### M1 wires

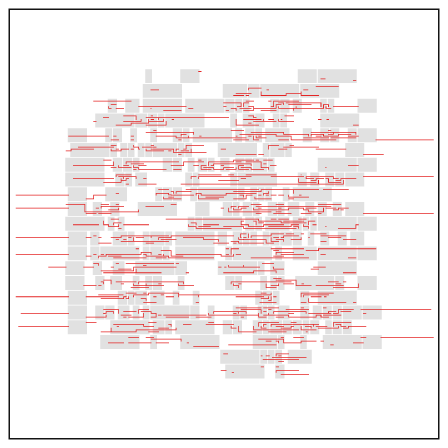
### Signal wires on met2

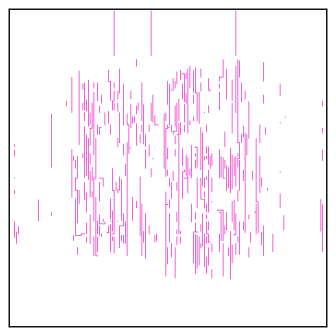
### The metal 3 layer

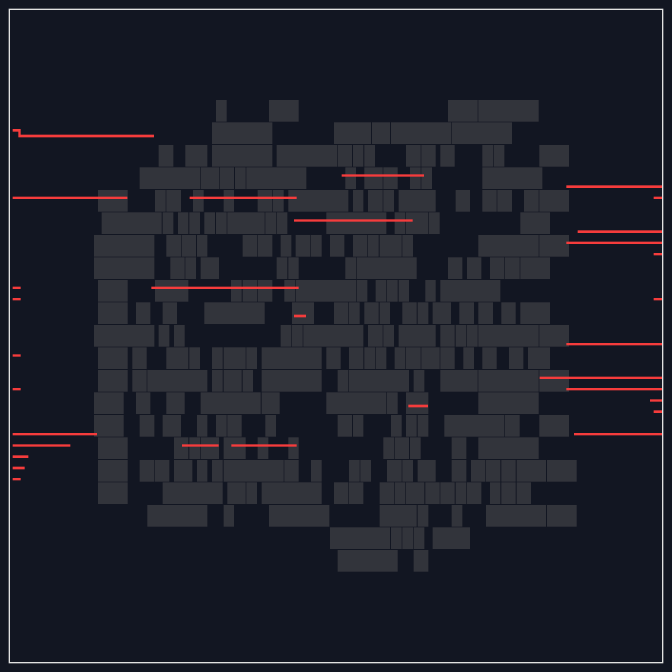
### Register map, names as in the netlist

Scale bar: 20 um. Other sequential cells in the stronger gray, the rest of the logic in the fainter gray.
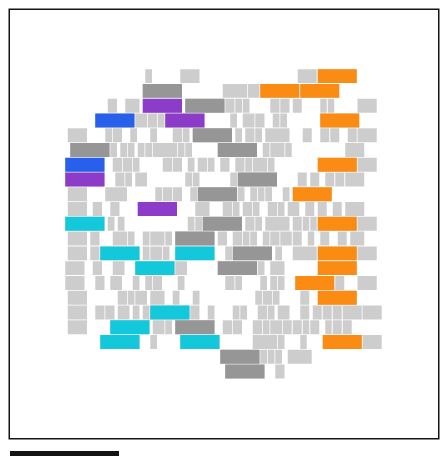
==> config.mk <==
export PLATFORM = sky130hd
export DESIGN_NAME = binary_bcd_seq
export DESIGN_NICKNAME = d
export VERILOG_FILES = /design/src/rtl/binary_bcd_seq.sv
export SDC_FILE = /design/constraint.sdc
export NUM_CORES = 1
export LEC_CHECK = 0
export ABC_AREA = 1
export CAP_MARGIN = 25
export CORE_MARGIN = 10
export CORE_UTILIZATION = 51
export DETAILED_ROUTE_END_ITERATION = 8
export PLACE_DENSITY = 0.79
export SLEW_MARGIN = 5
export SYNTH_ARGS = -nofsm -noshare
export SYNTH_HDL_FRONTEND = slang
export SYNTH_SLANG_ARGS = --single-unit
==> constraint.sdc <==
create_clock -name clk_i -period 2.9 [get_ports clk_i]
set_clock_uncertainty 0.05 [all_clocks]
set_input_delay 0.58 -clock clk_i [delete_from_list [all_inputs] [get_ports clk_i]]
set_output_delay 0.58 -clock clk_i [all_outputs]
set_load 0.02 [all_outputs]
==> out/qor.csv <==
metric,value,unit
Power Density,473,mW/mm^2
Tot GR Track Use,0.123,
chip area,0.00621,mm^2
Post-synth EDFFs,0,
WP data required,2.27,ns
Syn Area/Cell,7.51,um^2
NumNets Final,275,
Floorplan Nets,253,
period utilization,0.672,
# hold bufs at CTS,0,
first-pass GRT wire length,6400,um
Post-synth ARST share,0,
grt ovf,0,
WL per Instance,11.6,um
final hold viol count,0,
final setup vio count,0,
final worst path period need,1.95,ns
Synth Seq Share,0.454,
Pre-antenna DRT Iters,4,
I/O Buffers,24,
Slew headroom,0.566,
Iter 0 DRT Violations,195,
yosys cell count,235,
Critical Path AT,1.32,ns
Yosys cell types,22,
Antenna Nets Post-Route,0,
"critical path fanouts, max",2,
# rows,21,
share of post-route cells with drive strength above 1,0.0545,
pin count of the biggest net entering global routing,24,
Layout area overhead,16.3,%
unrepaired setup endpoints after global routing,false,
Clock Path Buffers,2,
worst hold-check path type,flop to flop,
CTS sink cnt,40,
CP Class,flop to output pin,
Post-CTS Setup Inserts,0,
Ant. Diodes,0,
Stages on worst setup path,1,
r2r setup slk,1.26,ns
"Cell Chain, Critical Path",clkdlybuf4s50_1,
OpenROAD warning count,29,
clk latency late pin,0.35,ns
Floorplan Utilization,0.529,
DRC violations left,0,
clk slew on worst S/H paths,0.11,ns
status,"complete, no violations",
CP max-delay cell,clkdlybuf4s50_1,
number of global-route vias before repair,1539,
maximum VDD drop,248,uV
Ports,26,
placed cells,296,
P_leak,0.795,nW
dominant cell type by area after synthesis,dfxtp_1,
Chip Width,78.8,um
netlist area before placement,0.00176,mm^2
antenna violations before repair,0,
Mapped Cells,235,
yosys stat chip area,0.00176,mm^2
Max Clock Freq,513,MHz
routability cong.,0.818,
Die Ht,78.8,um
biggest area cells,"dfxtp_1 45%, nand2_1 12%, a21oi_1 7.9%",
hold path depth,2,
Core Region,0.00334,mm^2
CTS tree,done,
Synth top cell by count,nand2_1,
endpoint type of the worst setup path,output pin,
CP startpoint kind,flop,
root buffer cell,clkbuf_4,
Max Slew Vio Count,0,
Max Cap Viol,0,
Setup Total Neg Slack,0,ns
Crit path largest cell delay,0.61,ns
Worst Path Buf+Inv,1,
final non-filler cell total,303,
Yosys reg bits,40,
cell family with most CP delay,buffers and inverters,
Area leader share,0.454,
top_reg_cell synth,dfxtp_1,
Worst Reg-to-Reg Cells,6,
synth cell count leaders,"55 x nand2_1, 40 x dfxtp_1, 28 x a21oi_1",
cts bufs inserted,5,
Max H-tree Level,2,
HPWL after detailed placement,2600,um
CTS resizes,0,
vias per cell,5.12,
Yosys Warn Count,0,
Worst Tran Pin Value,0.651,ns
-- 'M1 wires' (at the start) --
share of all routed wire	49%
wire length on this layer	1720 um
longest straight run	29.9 um
nets with wire on the layer	251
main direction	horizontal
met1 Use GR: 0.143
Via Count: 1552
Total Routed Length: 3500 um

-- 'Signal wires on met2' (at the start) --
main direction	vertical
share of all routed wire	44%
wire length on this layer	1530 um
GR Layer Usage met2: 0.196

-- 'The metal 3 layer' (at the start) --
main direction	horizontal
wire length on this layer	206 um
nets with wire on the layer	26
longest straight run	17.5 um
grt met3 use: 0.0428

-- 'Register map, names as in the netlist' (at the start) --
color	signal	flops
purple	`cnt_q`	4
blue	`state_q`	2
orange	`bcd_o`	12
cyan	`mag_q`	8
not colored	14
sequential cell area share: 0.390
Power Sequential: 0.585 mW
fin util: 0.615
Register Area: 801 um^2

==> logic make-up after synthesis <==
kind of cell    count (synthesis)  synth area share
flops                          40             0.454
fa+ha+maj                       7            0.0496
simple gates                  101             0.249
other cells                     1           0.00213
buf+inv                        31            0.0830
compound gates                 55             0.162
==> routing by layer <==
layer | track usage | up-vias | wire length, um
met4 | 0.0609 | 0 | 52
li1 | - | 823 | -
met5 | 0 | - | 0
met2 | 0.196 | 35 | 1530
met1 | 0.143 | 688 | 1720
met3 | 0.0428 | 6 | 206
==> stage by stage <==
stage	utilization	hold WS (ns)	setup slack, ns	power, mW	instance area, um^2
floorplan	-	0.389	1.53	0.683	1760
global placement	0.601	0.407	0.903	0.721	2010
detailed placement	0.601	0.407	0.854	0.723	2010
CTS	0.615	0.426	0.942	0.980	2050
global route	0.615	0.455	0.901	1.01	2050
finish	0.615	0.424	0.953	0.970	2050
==> area by class of cell <==
cell class                 count  area (um^2)
inverter                      20         75.1
clock buffer                   6         41.3
timing repair buffer          26          255
sequential                    40          801
fill                         325         1280
tap                           46         57.6
multi-input combinational    164          817
clock inverter                 1         5.00
==> power breakdown <==
group	internal (mW)	total (mW)	switching (mW)
clock network	0.0894	0.260	0.171
registers	0.572	0.585	0.0128
logic	0.0505	0.124	0.0740
total	0.712	0.970	0.258
==> cell usage in the layout (no fill, tap or decap), drive strengths merged <==
cell type      synthesis  layout
nand2                 58      58
dfxtp                 40      40
a21oi                 28      28
clkdlybuf4s50          0      24
nand3                 22      22
o21ai                 19      19
inv                   19      19
nor2                  13      13
a31oi                  7       7
ha                     7       7
nand4                  6       6
clkbuf                 3       6
buf                    8       2
clkinv                 1       2
nor3                   1       1
nor3b                  1       1
o211ai                 1       1
conb                   1       1
Power figures rest on the tool's default switching activity, not on a simulated workload.
